run_1/flops_by_reg.png
Other cells in gray.
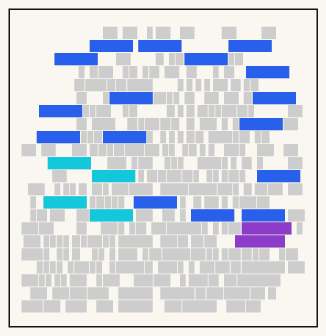
run_1/congestion.png
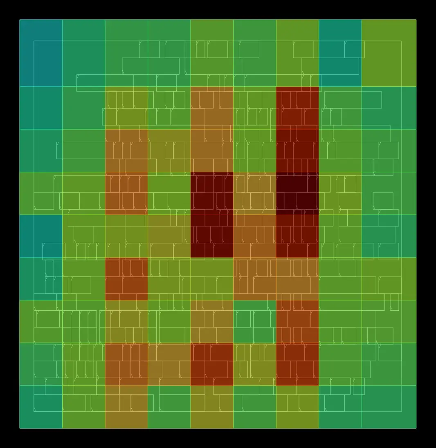
run_1/wires.png
Two of the layers only.
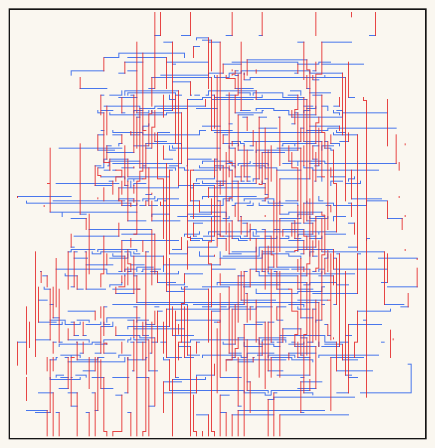
===== src/rtl/pipe_hazard_ctrl.sv =====
// Stall/flush sequencer for the 5-stage pipeline: boot bubble fill, MEM waits, jumps, load-use.
// Optional MEM-wait timeout enabled by defining PIPE_MEM_TIMEOUT_EN.
module pipe_hazard_ctrl #(
  parameter int unsigned BOOT_CYCLES = 3,
  parameter int unsigned TIMEOUT     = 255
) (
  input  logic        clk,
  input  logic        rst,
  input  logic        mem_REQ,
  input  logic        mem_ACK,
  input  logic        ie_RAM_EN,
  input  logic        ie_RAM_op,
  input  logic        ie_WB_EN,
  input  logic [3:0]  ie_WB_ADDR,
  input  logic [3:0]  id_SRCA_ADDR,
  input  logic        id_SRCA_USE,
  input  logic [3:0]  id_SRCB_ADDR,
  input  logic        id_SRCB_USE,
  input  logic        ie_JUMP_TAKEN,
  input  logic        stat_CLR,
  output logic        pc_PAUSE,
  output logic        if_PAUSE,
  output logic        if_FLUSH,
  output logic        ie_PAUSE,
  output logic        ie_FLUSH,
  output logic        em_PAUSE,
  output logic        em_FLUSH,
  output logic        mw_FLUSH,
  output logic [1:0]  ctrl_STATE,
  output logic [15:0] stall_CNT,
  output logic        err_TIMEOUT
);

  typedef enum logic [1:0] {
    StBoot    = 2'b00,
    StRun     = 2'b01,
    StMemWait = 2'b10
  } state_e;

  state_e      state_q, state_d;
  logic [3:0]  boot_cnt_q, boot_cnt_d;
  logic [15:0] stall_cnt_q, stall_cnt_d;
  logic        timeout_hit;

  logic pc_pause, if_pause, if_flush, ie_pause, ie_flush, em_pause, em_flush, mw_flush;
  logic run_pc_pause, run_if_pause, run_if_flush, run_ie_flush;
  logic load_use;

  assign load_use = ie_RAM_EN & ~ie_RAM_op & ie_WB_EN &
                    ((id_SRCA_USE & (id_SRCA_ADDR == ie_WB_ADDR)) |
                     (id_SRCB_USE & (id_SRCB_ADDR == ie_WB_ADDR)));

  // Rules R2-R4; the structural case only needs mem_REQ because callers have
  // already established that the access completes (or is abandoned) this cycle.
  always_comb begin
    run_pc_pause = 1'b0;
    run_if_pause = 1'b0;
    run_if_flush = 1'b0;
    run_ie_flush = 1'b0;
    if (ie_JUMP_TAKEN) begin
      run_if_flush = 1'b1;
      run_ie_flush = 1'b1;
    end else if (load_use) begin
      run_pc_pause = 1'b1;
      run_if_pause = 1'b1;
      run_ie_flush = 1'b1;
    end else if (mem_REQ) begin
      run_pc_pause = 1'b1;
      run_if_flush = 1'b1;
    end
  end

  always_comb begin
    state_d    = state_q;
    boot_cnt_d = boot_cnt_q;
    pc_pause   = 1'b0;
    if_pause   = 1'b0;
    if_flush   = 1'b0;
    ie_pause   = 1'b0;
    ie_flush   = 1'b0;
    em_pause   = 1'b0;
    em_flush   = 1'b0;
    mw_flush   = 1'b0;
    case (state_q)
      StRun: begin
        if (mem_REQ && !mem_ACK) begin
          {pc_pause, if_pause, ie_pause, em_pause, mw_flush} = 5'b11111;
          state_d = StMemWait;
        end else begin
          pc_pause = run_pc_pause;
          if_pause = run_if_pause;
          if_flush = run_if_flush;
          ie_flush = run_ie_flush;
        end
      end
      StMemWait: begin
        if (!mem_ACK && !timeout_hit) begin
          {pc_pause, if_pause, ie_pause, em_pause, mw_flush} = 5'b11111;
        end else begin
          pc_pause = run_pc_pause;
          if_pause = run_if_pause;
          if_flush = run_if_flush;
          ie_flush = run_ie_flush;
          state_d  = StRun;
        end
      end
      default: begin
        // Covers BOOT and the unreachable 2'b11 encoding.
        pc_pause = 1'b1;
        {if_flush, ie_flush, em_flush, mw_flush} = 4'b1111;
        if (boot_cnt_q == 4'(BOOT_CYCLES - 1)) begin
          boot_cnt_d = 4'd0;
          state_d    = StRun;
        end else begin
          boot_cnt_d = boot_cnt_q + 4'd1;
          state_d    = StBoot;
        end
      end
    endcase
  end

  always_comb begin
    stall_cnt_d = stall_cnt_q;
    if (stat_CLR) begin
      stall_cnt_d = 16'd0;
    end else if ((state_q == StRun || state_q == StMemWait) && pc_pause &&
                 stall_cnt_q != 16'hFFFF) begin
      stall_cnt_d = stall_cnt_q + 16'd1;
    end
  end

  always_ff @(posedge clk or negedge rst) begin
    if (!rst) begin
      state_q     <= StBoot;
      boot_cnt_q  <= 4'd0;
      stall_cnt_q <= 16'd0;
    end else begin
      state_q     <= state_d;
      boot_cnt_q  <= boot_cnt_d;
      stall_cnt_q <= stall_cnt_d;
    end
  end

`ifdef PIPE_MEM_TIMEOUT_EN
  logic [7:0] wait_cnt_q, wait_cnt_d;
  logic       err_q, err_d;

  // The TIMEOUT-th consecutive wait cycle abandons the access.
  assign timeout_hit = (state_q == StMemWait) && !mem_ACK && (wait_cnt_q == 8'(TIMEOUT - 1));
  assign wait_cnt_d  = (state_q == StMemWait) ? wait_cnt_q + 8'd1 : 8'd0;
  assign err_d       = err_q | timeout_hit;

  always_ff @(posedge clk or negedge rst) begin
    if (!rst) begin
      wait_cnt_q <= 8'd0;
      err_q      <= 1'b0;
    end else begin
      wait_cnt_q <= wait_cnt_d;
      err_q      <= err_d;
    end
  end

  assign err_TIMEOUT = err_q;
`else
  logic [7:0] unused_timeout;
  assign unused_timeout = 8'(TIMEOUT);
  assign timeout_hit    = 1'b0;
  assign err_TIMEOUT    = 1'b0;
`endif

  // A flush on the same register overrides a hold.
  assign pc_PAUSE   = pc_pause;
  assign if_PAUSE   = if_pause & ~if_flush;
  assign if_FLUSH   = if_flush;
  assign ie_PAUSE   = ie_pause & ~ie_flush;
  assign ie_FLUSH   = ie_flush;
  assign em_PAUSE   = em_pause & ~em_flush;
  assign em_FLUSH   = em_flush;
  assign mw_FLUSH   = mw_flush;
  assign ctrl_STATE = state_q;
  assign stall_CNT  = stall_cnt_q;

endmodule


===== config.mk =====
export PLATFORM = sky130hd
export DESIGN_NAME = pipe_hazard_ctrl
export DESIGN_NICKNAME = d
export VERILOG_FILES = /design/src/rtl/pipe_hazard_ctrl.sv
export SDC_FILE = /design/constraint.sdc
export NUM_CORES = 1
export LEC_CHECK = 0
export ABC_AREA = 1
export CAP_MARGIN = 20
export CORE_AREA = 2 2 62 64
export CTS_BUF_LIST = sky130_fd_sc_hd__clkbuf_8
export CTS_CLUSTER_DIAMETER = 30
export CTS_CLUSTER_SIZE = 40
export DETAILED_ROUTE_END_ITERATION = 10
export DIE_AREA = 0 0 64 66
export GPL_TIMING_DRIVEN = 0
export PLACE_DENSITY = 0.78
export SLEW_MARGIN = 25
export SYNTH_ARGS = -nofsm -noshare
export SYNTH_HDL_FRONTEND = slang
export SYNTH_SLANG_ARGS = --single-unit
export TNS_END_PERCENT = 20

===== constraint.sdc =====
create_clock -name clk -period 1.9 [get_ports clk]
set_input_delay 0.19 -clock clk [delete_from_list [all_inputs] [get_ports clk]]
set_output_delay 0.19 -clock clk [all_outputs]
set_load 0.1 [all_outputs]

==> run_results.csv, run 1 <==
group,metric,value,unit
final_layout,area_growth,50.0,%
clock_tree,cts_tree,"built",
clock_tree,clkLatencyLatePin,0.27,ns
clock_tree,clk_pin_slew,0.08,ns
sta,finClkSkew,0.00158,ns
clock_tree,cts_root_buffer,"clkbuf_8",
sta,period_used_share,105,%
global_routing,grt_pass1_wl,7210,um
critical_path,critPathArrivalTime,1.80,ns
synthesis,synth.distinct_cells,30,
placed_design,portBuffers,48,
synthesis,ys_seq_share,33.1,%
global_routing,grt_max_degree,23,
detailed_routing,drc,0,
pwr,p_leak,1.38,nW
critical_path,path_cells,"ha_4 -> inv_4 -> nor2_4 -> a21oi_2 -> inv_1 -> nand2_2 -> nand2_8 -> nor3_4 -> buf_12",
hold_path,hold_class,"primary input to asynchronous set/reset pin",
final_layout,design_area,2490,um^2
floorplanning,chipArea,4220,um^2
final_layout,drive_gt1_share,20.3,%
synthesis,synth_flops,22,
critical_path,cp_data_required_time,1.71,ns
synthesis,synth_area_leader_cell,"dfrtp_1",
synthesis,top_area_share,33.1,%
critical_path,rr_endpoint,"stall_CNT[11]$_DFFE_PN0P_",
floorplanning,floorplanUtilization,46.8,%
sta,fin_crit,1.99,ns
floorplanning,coreArea,3550,um^2
synthesis,avgSynthCellArea,7.02,um^2
critical_path,reg2reg_from,"ctrl_STATE[0]$_DFFE_PN0P_",
run_status,violations,"setup timing",
clock_tree,cts_sinks,22,
sta,holdWs,0.423,ns
global_routing,overflow,0,
sta,setup_ws,-0.0916,ns
synthesis,netlist_area,1660,um^2
critical_path,worstPathMaxFanout,3,
critical_path,path_delay_family,"flip-flops",
critical_path,worst-path-buf-inv,3,
synthesis,area_leaders,"dfrtp_1 33%, nand2_1 12%, inv_1 8.8%, xor2_1 7.4%, nand3_1 6.9%",
placed_design,dpl_cell_area,2290,um^2
sta,fmax,0.502,GHz
run,drv_cap,0,
critical_path,cp-startpoint,"ctrl_STATE[0]$_DFFE_PN0P_",
sta,tightestPinTransition,0.972,ns
pwr,ir_drop,859,uV
run,warnings,30,
final_layout,nNetsFinal,322,
critical_path,max_stage_delay,0.51,ns
placed_design,routabilityCongestion,0.880,
final_layout,final_cell_mix,"49 x nand2_1, 32 x inv_1, 22 x nor2_1, 22 x nand3_1, 20 x dfrtp_1",
sta,rsz0062_at_grt,"yes",
sta,tns,-0.178,ns
floorplanning,die-width,64,um
sta,drv_slew,0,
synthesis,ys_warn_count,0,
clock_tree,clockBufferDepth,2,
detailed_routing,drtIter0Drc,154,
critical_path,start_kind,"flop",
clock_tree,htree_levels,1,
final_layout,insertedDiodeCount,0,
critical_path,cp.depth,9,
run_status,outcome,"finished, violations left",
detailed_routing,viasPerCell,5.10,
critical_path,critPathCapture,"ie_PAUSE",
synthesis,synth_nets,263,
floorplanning,num_rows,22,
synthesis,synthCells,237,
sta,hold_viol,0,
floorplanning,die_y,66,um
pwr,power.total,2.61,mW
clock_tree,cts_made_buffers,3,
detailed_routing,drt-pass1-iter-count,4,
global_routing,grt_pass1_vias,1608,
critical_path,criticalPathCategory,"flop to output port",
sta,setup_violations,4,
critical_path,reg2reg_depth,9,
critical_path,crit_slowest_cell,"dfrtp_4",
sta,relSlewSlack,35.4,%
critical_path,reg2reg_slack,0.03,ns
critical_path,end_kind,"output port",
pwr,powerDensity,1050,nW/um^2
final_layout,lay_top_count,"nand2_1",
synthesis,yosysCellCount,237,
detailed_routing,ant_nets,0,
-- flops_by_reg.png (at the start) --
color	name in the netlist	sequential cells
cyan	boot_cnt_q	4
purple	ctrl_STATE	2
blue	stall_CNT	16
Seq area share: 22.4%
seq pwr: 595 uW
final design utilization: 70.3%

-- congestion.png (at the start) --
met2 usage: 35.5%
busiest grt layer: met2
routed length per placed instance: 12.3 um
gr usage total: 21.5%
met1 GRT Util: 28.3%

-- wires.png (at the start) --
color	layer	wire length
blue	metal 1	1880 um
red	metal 2	2060 um
Total Routed Length: 4240 um
vias: 1750

run 1: layer usage:
layer / share of wire [%] / vias up / global-route usage (%)
met5: 0 / - / 0
met4: 1.9 / 0 / 6.79
met3: 5.1 / 9 / 4.09
met2: 49 / 52 / 35.5
met1: 44 / 815 / 28.3
li1: - / 874 / -
run 1: final cells by class:
cell class / count / area (um^2)
Buffer: 8 / 71.3
Clock buffer: 4 / 55.1
Fill cell: 278 / 1060
Inverter: 39 / 158
Multi-Input combinational cell: 168 / 1030
Sequential cell: 22 / 558
Tap cell: 48 / 60.1
Timing Repair Buffer: 54 / 561
run 1: synth_stat cells:
cell type,count
nand2_1,54
inv_1,39
nor2_1,26
nand3_1,23
dfrtp_1,22
nand4_1,17
xor2_1,14
a21oi_1,4
nor3_1,4
o21ai_0,4
xnor2_1,4
buf_2,3
ha_1,3
nand3_2,3
buf_1,2
a21oi_4,1
a31oi_1,1
and3b_1,1
buf_4,1
buf_8,1
clkbuf_4,1
conb_1,1
nand2_2,1
nand2_4,1
nor2_2,1
nor3_2,1
nor3_4,1
o211ai_1,1
o22ai_1,1
o31ai_1,1
run 1: power by group:
group          switching [mW]  internal [mW]  leakage (nW)  total (mW)
sequential             0.0562          0.538         0.293       0.595
clock                   0.157          0.185        0.0288       0.342
combinational            1.13          0.547          1.06        1.67
run 1: registers in the layout, summed over array words and instances (netlist names):
| name | count |
|---|---|
| boot_cnt_q | 4 |
| ctrl_STATE | 2 |
| stall_CNT | 16 |
run 1: logic make-up after synthesis:
| group | after synthesis | synth area share, % |
|---|---|---|
| other | 1 | 0.226 |
| and+or+nand+nor | 133 | 37.9 |
| buffers and inverters | 47 | 12.0 |
| xor gates and xnor gates | 18 | 9.48 |
| adders and majority gates | 3 | 2.26 |
| AOI/OAI and AO/OA | 13 | 5.04 |
| DFF | 22 | 33.1 |
run 1: per-stage QoR:
step	setup WS [ns]	instances
global route	-0.165	343
global placement	-0.977	333
finish	-0.0916	343
floorplan	-0.647	237
detailed placement	-0.993	333
CTS	-0.0704	342
run 1: worst reg2reg max path: cells and delay by family, from the launching register on:
| family | cells | cell delay [ns] |
|---|---|---|
| fa+ha+maj | 1 | 0.20 |
| flops | 1 | 0.51 |
| compound gates | 1 | 0.28 |
| simple gates | 3 | 0.26 |
| buf+inv | 4 | 0.51 |
run 1: what timing repair did:
item | in CTS | in global routing
buffers inserted | 5 | 0
gates resized | 93 | 16
pin swaps | 12 | 4
hold endpoints to repair | 0 | 22
setup endpoints to repair | 26 | 19
hold buffers | 0 | 1
run 1: worst min-delay path by stage:
stage | start | to | slack [ns] | cells after the start
CTS | rst | ctrl_STATE[1]$_DFFE_PN0P_ | 0.50 | 1
global route | rst | stall_CNT[15]$_DFFE_PN0P_ | 0.48 | 2
global placement | boot_cnt_q[3]$_DFFE_PN0P_ | boot_cnt_q[3]$_DFFE_PN0P_ | 0.48 | 1
finish | rst | ctrl_STATE[1]$_DFFE_PN0P_ | 0.42 | 2
floorplan | rst | boot_cnt_q[0]$_DFFE_PN0P_ | -0.11 | 0
detailed placement | boot_cnt_q[3]$_DFFE_PN0P_ | boot_cnt_q[3]$_DFFE_PN0P_ | 0.49 | 1
run_1/power_grid.png
The bar under the picture is 20 um long. Pins as bars on the die edge. Tap cells in gray.
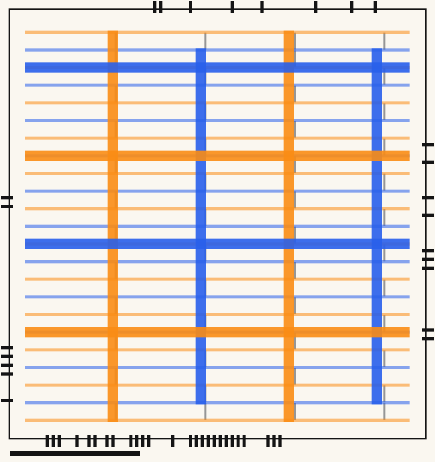

==> inputs of run 2 (changes only) <==
--- a/constraint.sdc
+++ b/constraint.sdc
@@ -3,2 +3,2 @@
 set_output_delay 0.19 -clock clk [all_outputs]
-set_load 0.1 [all_outputs]
+set_load 0.02 [all_outputs]
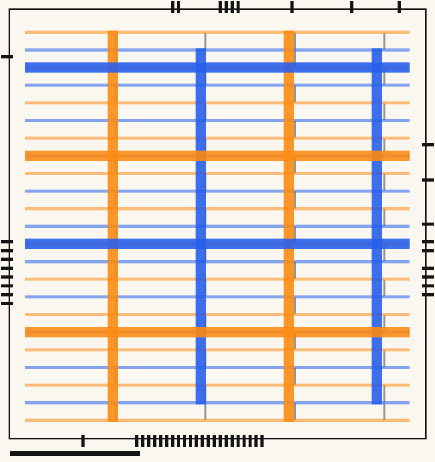
run_2/power_grid.png
The bar under the picture is 20 um long. Pins as bars on the die edge. Tap cells in gray.
color	net
orange	VSS
blue	VDD
met4 straps	4
met5 straps	4
rows	22
tap cells	48
signal pins	50
Die X: 64 um
VDD IR-drop max: 699 uV
Core Box Area: 3550 um^2

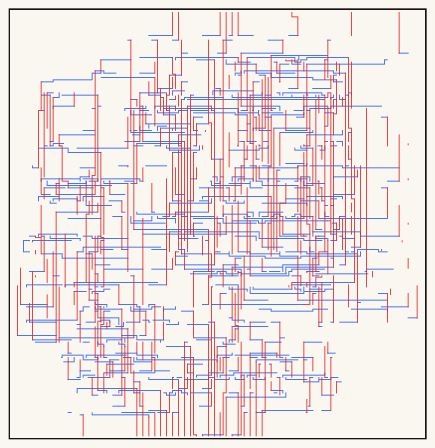
run_2/wires.png
Two of the layers only.
color	layer	wire length
blue	metal 1	1760 um
red	metal 2	2000 um
routed length per placed instance: 11.5 um
vias: 1684
Total Routed Length: 3920 um
gr usage total: 19.9%

==> run 2 against run 1 <==
  * Sequential power shrank 2%
  * Sequential share of layout area grew 0.99 points
  * Highest routed layer unchanged
  * Area after synthesis is the same
  * The run now ends clean
  * Core utilization shrank 3.9 points
  * Fmax grew 11%
  * Worst hold slack lost 0.0055 ns
==> run_results.csv, run 2 <==
group,metric,value,unit
global_routing,grt_pass1_vias,1520,
detailed_routing,drt-pass1-iter-count,4,
final_layout,largest_register_ffs,16,
pwr,power_frac_seq,32.2,%
sta,finClkSkew,0.00662,ns
placed_design,dpl_cell_area,2210,um^2
synthesis,top_area_share,33.1,%
sta,holdWs,0.418,ns
final_layout,lay_top_count,"nand2_1",
final_layout,final_cell_mix,"51 x nand2_1, 34 x inv_1, 34 x clkdlybuf4s50_1",
critical_path,cp_data_required_time,1.71,ns
clock_tree,cts_tree,"built",
final_layout,insertedDiodeCount,0,
critical_path,end_kind,"output port",
synthesis,common_cells,"54 x nand2_1, 39 x inv_1, 26 x nor2_1",
sta,period_used_share,94.7,%
floorplanning,chipArea,4220,um^2
clock_tree,htree_levels,1,
synthesis,synth-edff-count,0,
critical_path,worstPathMaxFanout,3,
critical_path,reg2reg_depth,10,
detailed_routing,drc,0,
run,drv_cap,0,
hold_path,hold_class,"primary input to asynchronous set/reset pin",
clock_tree,cts_made_buffers,3,
synthesis,top_cell,"nand2_1",
clock_tree,cts_root_buffer,"clkbuf_8",
run_status,outcome,"finished clean",
synthesis,synth.distinct_cells,30,
clock_tree,cts_sinks,22,
run,warnings,29,
sta,tightestPinTransition,0.510,ns
placed_design,place_inst,333,
critical_path,path_delay_family,"flip-flops",
synthesis,synth_area_leader_cell,"dfrtp_1",
global_routing,grt_max_degree,23,
synthesis,synth_flops,22,
synthesis,yosysCellCount,237,
synthesis,ys.flop_type,"dfrtp_1",
final_layout,nNetsFinal,321,
clock_tree,clockBufferDepth,2,
synthesis,async_flop_share,100,%
sta,fin_crit,1.80,ns
synthesis,avgSynthCellArea,7.02,um^2
clock_tree,clk_pin_slew,0.08,ns
final_layout,drive_gt1_share,16.3,%
pwr,p_int,1.08,mW
final_layout,design_area,2360,um^2
critical_path,rr_endpoint,"stall_CNT[8]$_DFFE_PN0P_",
sta,setup_violations,0,
floorplanning,floorplanUtilization,46.8,%
critical_path,critPathArrivalTime,1.61,ns
pwr,power_frac_clock,18.1,%
critical_path,path_cells,"inv_2 -> ha_2 -> inv_2 -> nor2_4 -> a21oi_2 -> inv_1 -> nand2_1 -> nand2_2 -> nor3_2 -> buf_4",
critical_path,reg2reg_slack,0.12,ns
placed_design,routabilityCongestion,0.856,
synthesis,area_leaders,"dfrtp_1 33%, nand2_1 12%, inv_1 8.8%, xor2_1 7.4%, nand3_1 6.9%",
critical_path,max_stage_delay,0.44,ns
critical_path,crit_slowest_cell,"dfrtp_1",
pwr,powerDensity,770,nW/um^2
synthesis,synthCells,237,
synthesis,ys_seq_share,33.1,%
pwr,p_leak,1.27,nW
synthesis,netlist_area,1660,um^2
## run 2: cell counts after synthesis
Identical to the previous run, type by type.
## run 2: cell type report
cell class	instances	area [um^2]
sequential	22	551
clock buffer	4	55.1
timing repair buffer	53	512
inverter	39	146
multi-input combinational	168	976
tap	48	60.1
fill	321	1190
buffer	8	57.6
## run 2: cell families after synthesis
group | after synthesis | synth area share, %
buffers and inverters | 47 | 12.0
other | 1 | 0.226
XOR/XNOR | 18 | 9.48
flip-flops | 22 | 33.1
adder cells (fa/ha/maj) | 3 | 2.26
AND-OR/OR-AND | 13 | 5.04
AND/OR/NAND/NOR | 133 | 37.9
## run 2: how the worst max path moves through the flow
stage	start	endpoint	slack, ns	depth (start not counted)
2_1_floorplan	ctrl_STATE[0]$_DFFE_PN0P_	ie_PAUSE	-0.005	6
3_3_place_gp	ie_WB_ADDR[1]	if_PAUSE	-0.44	12
3_5_place_dp	ie_WB_ADDR[1]	if_PAUSE	-0.43	12
4_1_cts	ctrl_STATE[1]$_DFFE_PN0P_	if_FLUSH	-0.05	9
5_1_grt	ctrl_STATE[1]$_DFFE_PN0P_	ie_PAUSE	-0.01	10
6_report	ctrl_STATE[1]$_DFFE_PN0P_	ie_PAUSE	0.10	10
## run 2: per-stage QoR
step	TNS, ns	util (%)	total power [mW]	worst slack, ns
3_3_place_gp	-1.84	62.2	1.41	-0.436
4_1_cts	-0.0456	63.6	1.75	-0.0456
6_report	0	66.4	1.82	0.101
3_5_place_dp	-2.04	62.2	1.42	-0.433
2_1_floorplan	-0.00898	-	1.11	-0.00548
5_1_grt	-0.0158	66.4	1.95	-0.0117
## run 2: metal layers
layer	part of all wire (%)	up-vias	GRT usage (%)
met5	0	-	0
met4	0.26	0	1.63
met3	3.9	2	3.58
met2	51	34	36.2
met1	45	779	25.5
li1	-	869	-
## run 2: worst reg2reg max path, stage by stage, from the launching register on
cell and delay (ns):
dfrtp_1 0.42, ha_1 0.22, nand2_1 0.15, nor2_4 0.06
nand2_2 0.11, nor3_4 0.05, a21oi_4 0.27, nand2_4 0.12
buf_8 0.16, nand3_1 0.08, nand2_1 0.05
## run 2: repair_timing
action / in CTS / in global routing
resized: 27 / 31
hold buffers: 0 / 1
hold endpoints to repair: 0 / 22
endpoints found under the setup margin: 7 / 20
pin swaps: 0 / 8
buffers inserted: 0 / 4
## run 2: power by group through the flow
stage	clock network (mW)	registers, mW	logic (mW)
floorplan	0	0.597	0.511
detailed placement	0	0.590	0.835
global route	0.360	0.590	1.00
finish	0.329	0.584	0.902
global placement	0	0.590	0.817
CTS	0.343	0.582	0.825
==> inputs of run 3 (changes only) <==
HOLD_SLACK_MARGIN = 0.1   (was not set)
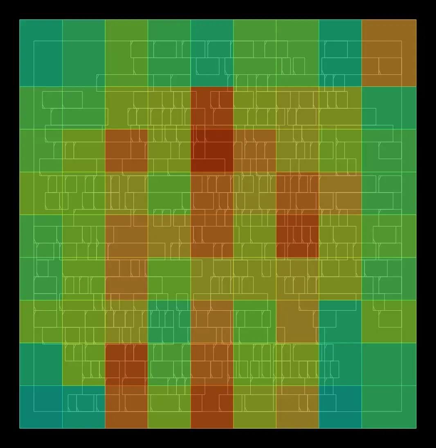
run_3/congestion.png
final design utilization: 66.4%
met1 GRT Util: 25.5%
met3 Usage GRT: 3.58%
met2 usage: 36.2%

==> run 3 against run 2 <==
  * Fmax unchanged
  * Worst setup slack unchanged
  * Non-clock buffer count unchanged
  * First-iteration DRC count unchanged
  * Sequential share of layout area unchanged
  * Sequential cell count unchanged
  * Die size unchanged
  * Total power unchanged
==> run_results.csv, run 3 <==
group,metric,value,unit
clock_tree,clk_pin_slew,0.08,ns
placed_design,dpl_cell_area,2210,um^2
sta,tns,0,ns
floorplanning,floorplanUtilization,46.8,%
final_layout,area_growth,41.8,%
critical_path,criticalPathCategory,"flop to output port",
clock_tree,clockBufferDepth,2,
synthesis,synth_flops,22,
synthesis,yosysCellCount,237,
synthesis,top_cell,"nand2_1",
sta,drv_slew,0,
pwr,powerDensity,770,nW/um^2
synthesis,top_area_share,33.1,%
global_routing,antenna_found_initial,0,
final_layout,largest_register_ffs,16,
final_layout,drive_gt1_share,16.3,%
final_layout,regArea,551,um^2
sta,hold_viol,0,
synthesis,synthCells,237,
synthesis,synth-edff-count,0,
synthesis,synth_nets,263,
placed_design,portBuffers,48,
clock_tree,htree_levels,1,
sta,tightestPinTransition,0.510,ns
final_layout,logic_area,976,um^2
floorplanning,ios,50,
critical_path,end_kind,"output port",
final_layout,final_cell_mix,"51 x nand2_1, 34 x inv_1, 34 x clkdlybuf4s50_1",
clock_tree,cts_made_buffers,3,
floorplanning,num_rows,22,
global_routing,grt_pass1_wl,6720,um
detailed_routing,vias,1684,
synthesis,yosys_area,1660,um^2
run,warnings,29,
placed_design,routabilityCongestion,0.856,
synthesis,ys_seq_share,33.1,%
sta,relSlewSlack,66.0,%
run_status,outcome,"finished clean",
detailed_routing,drt-pass1-iter-count,4,
synthesis,synth_area_leader_cell,"dfrtp_1",
floorplanning,coreArea,3550,um^2
detailed_routing,drc,0,
placed_design,dp_hpwl,2950,um
clock_tree,clkLatencyLatePin,0.26,ns
clock_tree,cts_sinks,22,
clock_tree,cts_root_buffer,"clkbuf_8",
synthesis,async_flop_share,100,%
sta,finClkSkew,0.00662,ns
detailed_routing,routed_wl,3920,um
detailed_routing,drtIter0Drc,146,
final_layout,lay_top_count,"nand2_1",
sta,fin_crit,1.80,ns
global_routing,grt_use_total,19.9,%
pwr,ir_drop,699,uV
floorplanning,die-width,64,um
synthesis,synth.distinct_cells,30,
critical_path,worstPathMaxFanout,3,
final_layout,insertedDiodeCount,0,
final_layout,design_area,2360,um^2
critical_path,cp_data_required_time,1.71,ns
synthesis,avgSynthCellArea,7.02,um^2
sta,period_used_share,94.7,%
final_layout,nNetsFinal,321,
floorplanning,chipArea,4220,um^2
synthesis,common_cells,"54 x nand2_1, 39 x inv_1, 26 x nor2_1",
critical_path,start_kind,"flop",
global_routing,grt_pass1_vias,1520,
detailed_routing,viasPerCell,4.92,
final_layout,stdcell_count,342,
sta,fmax,0.556,GHz
synthesis,netlist_area,1660,um^2
detailed_routing,ant_nets,0,
final_layout,num-fill-cells,321,
pwr,p_leak,1.27,nW
sta,setup_violations,0,
hold_path,hold_class,"primary input to asynchronous set/reset pin",
global_routing,overflow,0,
critical_path,critPathArrivalTime,1.61,ns
run,drv_cap,0,
detailed_routing,wl_per_cell,11.5,um
clock_tree,cts_tree,"built",
synthesis,ys.flop_type,"dfrtp_1",
placed_design,place_inst,333,
global_routing,grt_max_degree,23,
synthesis,ys_warn_count,0,
synthesis,area_leaders,"dfrtp_1 33%, nand2_1 12%, inv_1 8.8%, xor2_1 7.4%, nand3_1 6.9%",
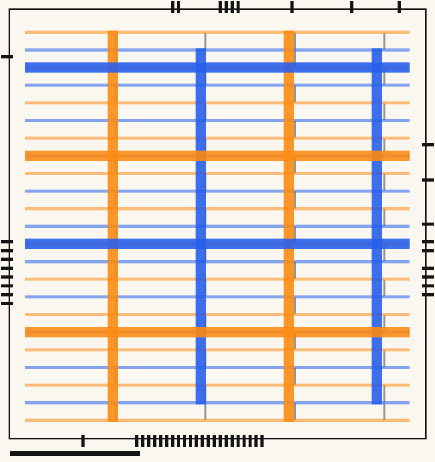
run_3/power_grid.png
The bar under the picture is 20 um long. Pins as bars on the die edge. Tap cells in gray.
color	net
blue	VDD
orange	VSS
met1 rails	23
tap cells	48
Die H: 66 um

[run 3: layer usage]
layer	GRT usage, %	wire length (um)	vias up
li1	-	-	869
met4	1.63	10	0
met3	3.58	154	2
met2	36.2	2000	34
met5	0	0	-
met1	25.5	1760	779
[run 3: worst paths after layout]
path / slack [ns] / start / to / cells after the start
max in group asynchronous: 1.15 / rst / stall_CNT[2]$_DFFE_PN0P_ / 2
worst max register to register: 0.12 / stall_CNT[1]$_DFFE_PN0P_ / stall_CNT[8]$_DFFE_PN0P_ / 10
min in group clk: 0.52 / boot_cnt_q[3]$_DFFE_PN0P_ / boot_cnt_q[3]$_DFFE_PN0P_ / 1
worst max-delay path: 0.10 / ctrl_STATE[1]$_DFFE_PN0P_ / ie_PAUSE / 10
worst min-delay path: 0.42 / rst / stall_CNT[10]$_DFFE_PN0P_ / 2
worst min register to register: 0.52 / boot_cnt_q[3]$_DFFE_PN0P_ / boot_cnt_q[3]$_DFFE_PN0P_ / 1
[run 3: cell families after synthesis]
group	after synthesis	share of synthesized area (%)
fa+ha+maj	3	2.26
buf+inv	47	12.0
flops	22	33.1
simple gates	133	37.9
compound gates	13	5.04
xor+xnor	18	9.48
other cells	1	0.226
[run 3: timing repair]
action	4_1_cts	5_1_grt
hold buffers	0	1
hold endpoints to repair	0	22
setup endpoints to repair	7	20
pin swaps	0	8
setup buffers	0	4
resized	27	31
[run 3: worst max-delay path, stage by stage (launching register included)]
cell and delay, ns:
dfrtp_1 0.44, inv_2 0.06, ha_2 0.18, inv_2 0.08, nor2_4 0.04, a21oi_2 0.14, inv_1 0.05, nand2_1 0.06
nand2_2 0.06, nor3_2 0.10, buf_4 0.16
[run 3: where the power goes]
group          switching [mW]  total, mW  internal [mW]
combinational           0.540      0.902          0.363
clock                   0.145      0.329          0.184
sequential             0.0530      0.584          0.531
total                   0.737       1.82           1.08
[run 3: area by class of cell]
class	instances	area share [%]
clock buffer	4	2.34
timing repair buffer	53	21.7
sequential	22	23.4
tap	48	2.55
inverter	39	6.21
multi-input combinational	168	41.4
buffer	8	2.44
[run 3: through the flow]
step	hold slack [ns]	power [mW]	setup slack, ns
after CTS	0.507	1.75	-0.0456
after global placement	0.492	1.41	-0.436
after floorplan	-0.106	1.11	-0.00548
final	0.418	1.82	0.101
after global routing	0.475	1.95	-0.0117
after detailed placement	0.493	1.42	-0.433
Power figures rest on the tool's default switching activity, not on a simulated workload.
